===== src/rtl/matrix_stream_generator.sv =====
`default_nettype none
// ============================================================================
// Module   : matrix_stream_generator
// Purpose  : Emits NUM_MATRICES row-major ROWS x COLS matrices on an
//            AXI-Stream master port, each preceded by GAP_CYCLES idle cycles.
//            Patterns: 0 increment, 1 identity, 2 constant, 3 LFSR.
// Options  : define MATGEN_LFSR_EN to build the Galois LFSR used by mode 3;
//            without it mode 3 falls back to the increment pattern.
// Revision : 1.0 - initial release
// ============================================================================
module matrix_stream_generator #(
    parameter int DATA_W       = 32,
    parameter int ROWS         = 4,
    parameter int COLS         = 4,
    parameter int NUM_MATRICES = 2,
    parameter int GAP_CYCLES   = 20000
) (
    input  logic              clk,
    input  logic              reset,
    input  logic              start,
    input  logic [1:0]        mode,
    input  logic [DATA_W-1:0] seed,
    output logic [DATA_W-1:0] input_r_TDATA_0,
    output logic              input_r_TVALID_0,
    output logic              input_r_TLAST_0,
    input  logic              input_r_TREADY_0,
    output logic              busy,
    output logic              done
);

    typedef enum logic [1:0] {
        IDLE   = 2'd0,
        GAP    = 2'd1,
        STREAM = 2'd2,
        DONE   = 2'd3
    } state_t;

    localparam logic [7:0]        ROW_LAST = 8'(ROWS - 1);
    localparam logic [7:0]        COL_LAST = 8'(COLS - 1);
    localparam logic [3:0]        MAT_LAST = 4'(NUM_MATRICES - 1);
    // A zero-length gap still spends one cycle in GAP, same as a length of one.
    localparam logic [19:0]       GAP_LAST = 20'((GAP_CYCLES == 0) ? 0 : GAP_CYCLES - 1);
    localparam logic [DATA_W-1:0] ONE      = DATA_W'(1);

    state_t            state, state_n;
    logic [19:0]       gap_cnt, gap_n;
    logic [3:0]        m_idx, m_n;
    logic [7:0]        r_idx, r_n, c_idx, c_n;
    logic [DATA_W-1:0] inc_val, inc_n;     // seed + linear element index
    logic [1:0]        mode_q, mode_n;
    logic [DATA_W-1:0] seed_q, seed_n;
    logic [DATA_W-1:0] pat;

`ifdef MATGEN_LFSR_EN
    // Right-shifting Galois feedback masks; maximal-length for the common widths.
    function automatic logic [DATA_W-1:0] lfsr_taps();
        case (DATA_W)
            8:       return DATA_W'(64'h0000_0000_0000_00B8);
            16:      return DATA_W'(64'h0000_0000_0000_B400);
            32:      return DATA_W'(64'h0000_0000_8020_0003);
            64:      return DATA_W'(64'hD800_0000_0000_0000);
            default: return {1'b1, {(DATA_W-2){1'b0}}, 1'b1};
        endcase
    endfunction
    localparam logic [DATA_W-1:0] LFSR_TAPS = lfsr_taps();

    logic [DATA_W-1:0] lfsr, lfsr_n;
`endif

    // State register.
    always_ff @(posedge clk or posedge reset) begin
        if (reset) state <= IDLE;
        else       state <= state_n;
    end

    // Next-state and next-counter logic; TVALID is high exactly in STREAM.
    always_comb begin
        state_n = state;
        gap_n   = gap_cnt;
        m_n     = m_idx;
        r_n     = r_idx;
        c_n     = c_idx;
        inc_n   = inc_val;
        mode_n  = mode_q;
        seed_n  = seed_q;
`ifdef MATGEN_LFSR_EN
        lfsr_n  = lfsr;
`endif
        case (state)
            IDLE: begin
                if (start) begin
                    state_n = GAP;
                    gap_n   = '0;
                    m_n     = '0;
                    r_n     = '0;
                    c_n     = '0;
                    mode_n  = mode;
                    seed_n  = seed;
                    inc_n   = seed;
`ifdef MATGEN_LFSR_EN
                    lfsr_n  = (seed == '0) ? ONE : seed;
`endif
                end
            end
            GAP: begin
                if (gap_cnt == GAP_LAST) state_n = STREAM;
                else                     gap_n   = gap_cnt + 20'd1;
            end
            STREAM: begin
                if (input_r_TREADY_0) begin
                    inc_n = inc_val + ONE;
`ifdef MATGEN_LFSR_EN
                    lfsr_n = lfsr[0] ? ((lfsr >> 1) ^ LFSR_TAPS) : (lfsr >> 1);
`endif
                    if (c_idx == COL_LAST) begin
                        c_n = '0;
                        if (r_idx == ROW_LAST) begin
                            r_n = '0;
                            if (m_idx == MAT_LAST) begin
                                state_n = DONE;
                            end else begin
                                m_n     = m_idx + 4'd1;
                                gap_n   = '0;
                                state_n = GAP;
                            end
                        end else begin
                            r_n = r_idx + 8'd1;
                        end
                    end else begin
                        c_n = c_idx + 8'd1;
                    end
                end
            end
            default: state_n = IDLE;   // DONE lasts a single cycle
        endcase
    end

    // Pattern value of the element the stream will present next.
    always_comb begin
        pat = inc_n;
        case (mode_n)
            2'd1: pat = DATA_W'(r_n == c_n);
            2'd2: pat = seed_n;
`ifdef MATGEN_LFSR_EN
            2'd3: pat = lfsr_n;
`else
            2'd3: pat = inc_n;
`endif
            default: pat = inc_n;
        endcase
    end

    // Counter, latched-configuration and LFSR registers.
    always_ff @(posedge clk or posedge reset) begin
        if (reset) begin
            gap_cnt <= '0;
            m_idx   <= '0;
            r_idx   <= '0;
            c_idx   <= '0;
            inc_val <= '0;
            mode_q  <= '0;
            seed_q  <= '0;
`ifdef MATGEN_LFSR_EN
            lfsr    <= '0;
`endif
        end else begin
            gap_cnt <= gap_n;
            m_idx   <= m_n;
            r_idx   <= r_n;
            c_idx   <= c_n;
            inc_val <= inc_n;
            mode_q  <= mode_n;
            seed_q  <= seed_n;
`ifdef MATGEN_LFSR_EN
            lfsr    <= lfsr_n;
`endif
        end
    end

    // Registered outputs, derived from the upcoming state so they align with it;
    // during a stall the indices do not move, so TDATA/TLAST hold naturally.
    always_ff @(posedge clk or posedge reset) begin
        if (reset) begin
            input_r_TDATA_0  <= '0;
            input_r_TVALID_0 <= 1'b0;
            input_r_TLAST_0  <= 1'b0;
            busy             <= 1'b0;
            done             <= 1'b0;
        end else begin
            input_r_TDATA_0  <= (state_n == STREAM) ? pat : '0;
            input_r_TVALID_0 <= (state_n == STREAM);
            input_r_TLAST_0  <= (state_n == STREAM) && (r_n == ROW_LAST) && (c_n == COL_LAST);
            busy             <= (state_n != IDLE);
            done             <= (state_n == DONE);
        end
    end

endmodule
`default_nettype wire


===== config.mk =====
export PLATFORM = sky130hd
export DESIGN_NAME = matrix_stream_generator
export DESIGN_NICKNAME = d
export VERILOG_FILES = /design/src/rtl/matrix_stream_generator.sv
export SDC_FILE = /design/constraint.sdc
export NUM_CORES = 1
export LEC_CHECK = 0
export CORE_MARGIN = 3
export CORE_UTILIZATION = 50
export DETAILED_ROUTE_END_ITERATION = 16
export PLACE_DENSITY = 0.8
export SYNTH_ARGS = -nofsm -noshare
export SYNTH_HDL_FRONTEND = slang
export SYNTH_SLANG_ARGS = --single-unit
export TNS_END_PERCENT = 30

===== constraint.sdc =====
create_clock -name clk -period 10.3 [get_ports clk]
set_clock_uncertainty 0.1 [all_clocks]
set_input_delay 1.545 -clock clk [delete_from_list [all_inputs] [get_ports clk]]
set_output_delay 1.545 -clock clk [all_outputs]
set_load 0.01 [all_outputs]

Figure 1. Ports around the boundary.
Pins as bars across the die edge, other pins in gray.
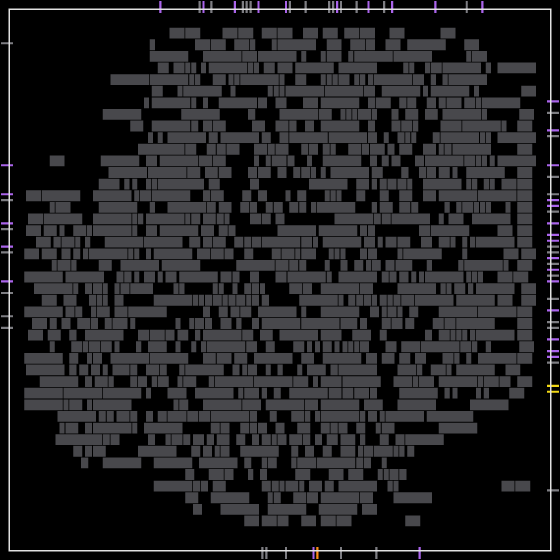
| port | color | pins | direction | edge |
|---|---|---|---|---|
| mode | yellow | 2 | input | right |
| input_r_TVALID_0 | orange | 1 | output | bottom |
| input_r_TDATA_0 | purple | 32 | output | 15 right, 10 top, 5 left, 2 bottom |

Figure 2. Clock routing.
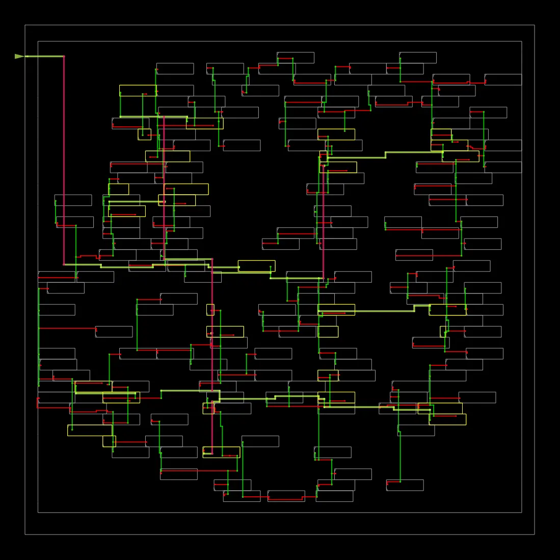
sequential cells: 144
P_clk: 664 uW
CTS Buf Count: 17

==> summary.txt <==
VDD IR-drop max = 0.2170 mV
CP max stage delay = 880 ps
hpwl dp = 11820 microns
reg2reg start = state[0]
Post-Route M1 WL = 8428 microns
grt met2 use = 0.3649
Port Buffers = 73
max_slew headroom = 0.3371
DR WL/cell = 17.66 microns
Worst path top cell family by delay = simple AND/OR/NAND/NOR gates
global-route wire length before repair = 30460 microns
HP Class = reg2reg
Post-synth seq share = 0.4967
vias = 6306
RSZ-0062 raised after global routing = no
Final Cell Area = 8772 sq um
synthesized-area fraction occupied by adder cells = 0.01380
DRT antenna net count = 0
critical path, cell by cell = clkdlybuf4s50_1 > buf_4 > nor3b_2 > mux2i_1 > inv_1 > ha_1 > buf_4 > nor2b_2 > buf_4 > a22oi_1 > nor2_1
Worst EP arrival = 5350 ps
Syn Area/Cell = 9.148 sq um
outcome = finished clean
post-synthesis cell count = 793
Power Dens Cells = 231.0 nW/um^2
Top Usage Layer GRT = met2
Worst Setup EP = input_r_TDATA_0[5]
critical path peak fanout = 34
vias in the first global route = 6122
cts hold-fix bufs = 0
share of layout cells above drive strength 1 = 0.06952
cell area after synthesis = 7254 sq um
Yosys reg bits = 144
Max Cap Violations = 0
die area = 15990 sq um
Leak = 0.003844 uW
Unique cell types = 59
XOR-XNOR Cells, Area Fraction = 0.02898
Worst-Margin Slew = 990.0 ps
largest net degree at the start of global routing = 80
Total Routing Usage GR = 0.2362
Simple-Gate Area Share = 0.2320
DR top layer = met4
met2 routed WL = 8615 microns
Tcrit/Tclk final = 0.4942
worst endpoint required time = 10550 ps
met3 GRT Util = 0.05979
cell count in the Yosys report = 793
Mapped Nets = 839
crit path max-delay cell type = nor3b_2
Figure 3. Selected gate families.
Scale bar: 50 microns.
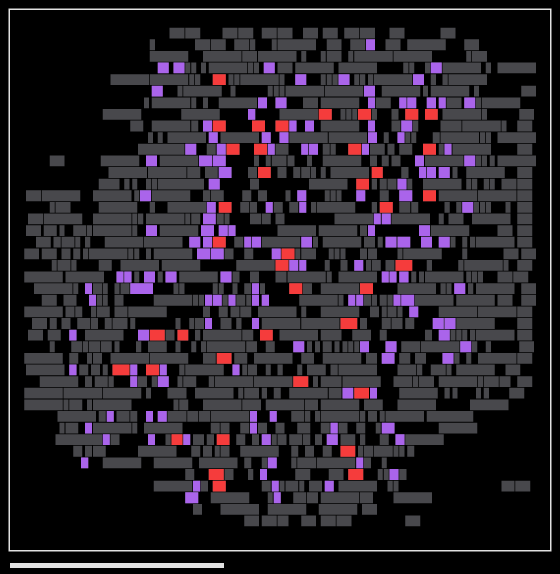
| family | color | cells | most used |
|---|---|---|---|
| non-inverting ao/oa cells | red | 39 | o22a_1 |
| aoi and oai cells | purple | 148 | a21oi_1 |

Figure 4. Where the registers sit.
Scale bar: 50 microns.
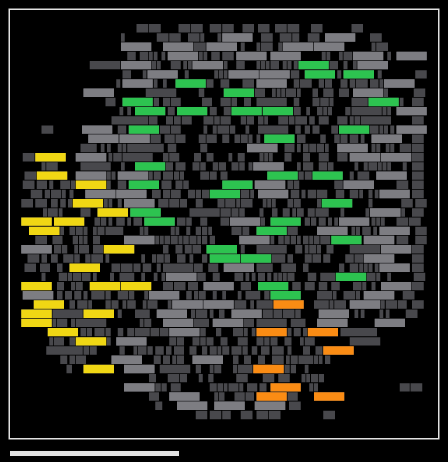
| name in the netlist | color | flops |
|---|---|---|
| c_idx | orange | 8 |
| gap_cnt | yellow | 20 |
| inc_val | green | 32 |
not colored: 84

[worst min-delay path by stage]
stage	startpoint	end	depth (start not counted)
finish	seed_q[19]	seed_q[19]	2
global route	seed_q[27]	seed_q[27]	2
CTS	seed_q[9]	seed_q[9]	2
detailed placement	seed_q[11]	seed_q[11]	2
global placement	seed_q[19]	seed_q[19]	2
floorplan	seed_q[19]	seed_q[19]	2
[flip-flops by register name, indices dropped and copies added, names as in the netlist, 2 cells and up]
signal           cells
state                2
gap_cnt             20
input_r_TDATA_0     32
c_idx                8
inc_val             32
seed_q              32
mode_q               2
m_idx                4
r_idx                8
[final cells by class]
class,instances,area (sq um)
clock buffer,22,484.2
multi-input combinational,585,3411
tap,180,225.2
timing repair buffer,85,820.8
sequential,144,3603
clock inverter,9,155.1
inverter,18,72.57
fill,1134,5270
[placed cells by master, fill, tap and decap left out, drive strengths merged, types with 6 or more instances in the layout]
cell type,n
a31oi,6
xor2,15
ha,8
nand3,33
nor2b,7
clkbuf,22
inv,18
and2,7
xnor2,9
o21ai,22
mux2i,11
a311oi,7
clkdlybuf4s50,73
o22a,20
or3,14
buf,12
dfrtp,144
nor2,70
nor4,7
nand4,14
a22oi,29
nor3,13
o22ai,29
and3,20
a21oi,36
nand2,144
[per-stage QoR]
stage | power [uW] | hold WS, ps | util | setup WS (ps) | std cells
floorplan | 1202 | 333.5 | - | 4789 | 793
global placement | 1335 | 351.4 | 0.5792 | 4848 | 1012
detailed placement | 1353 | 359.0 | 0.5792 | 4779 | 1012
CTS | 2021 | 374.5 | 0.6247 | 5222 | 1043
global route | 2139 | 395.8 | 0.6247 | 4850 | 1043
finish | 2026 | 375.5 | 0.6247 | 5210 | 1043
[report_power, final]
group,switching [uW],internal (uW)
Sequential,114,699
Clock,235,429
Combinational,333,216
Power is estimated from default activity; no workload was simulated.
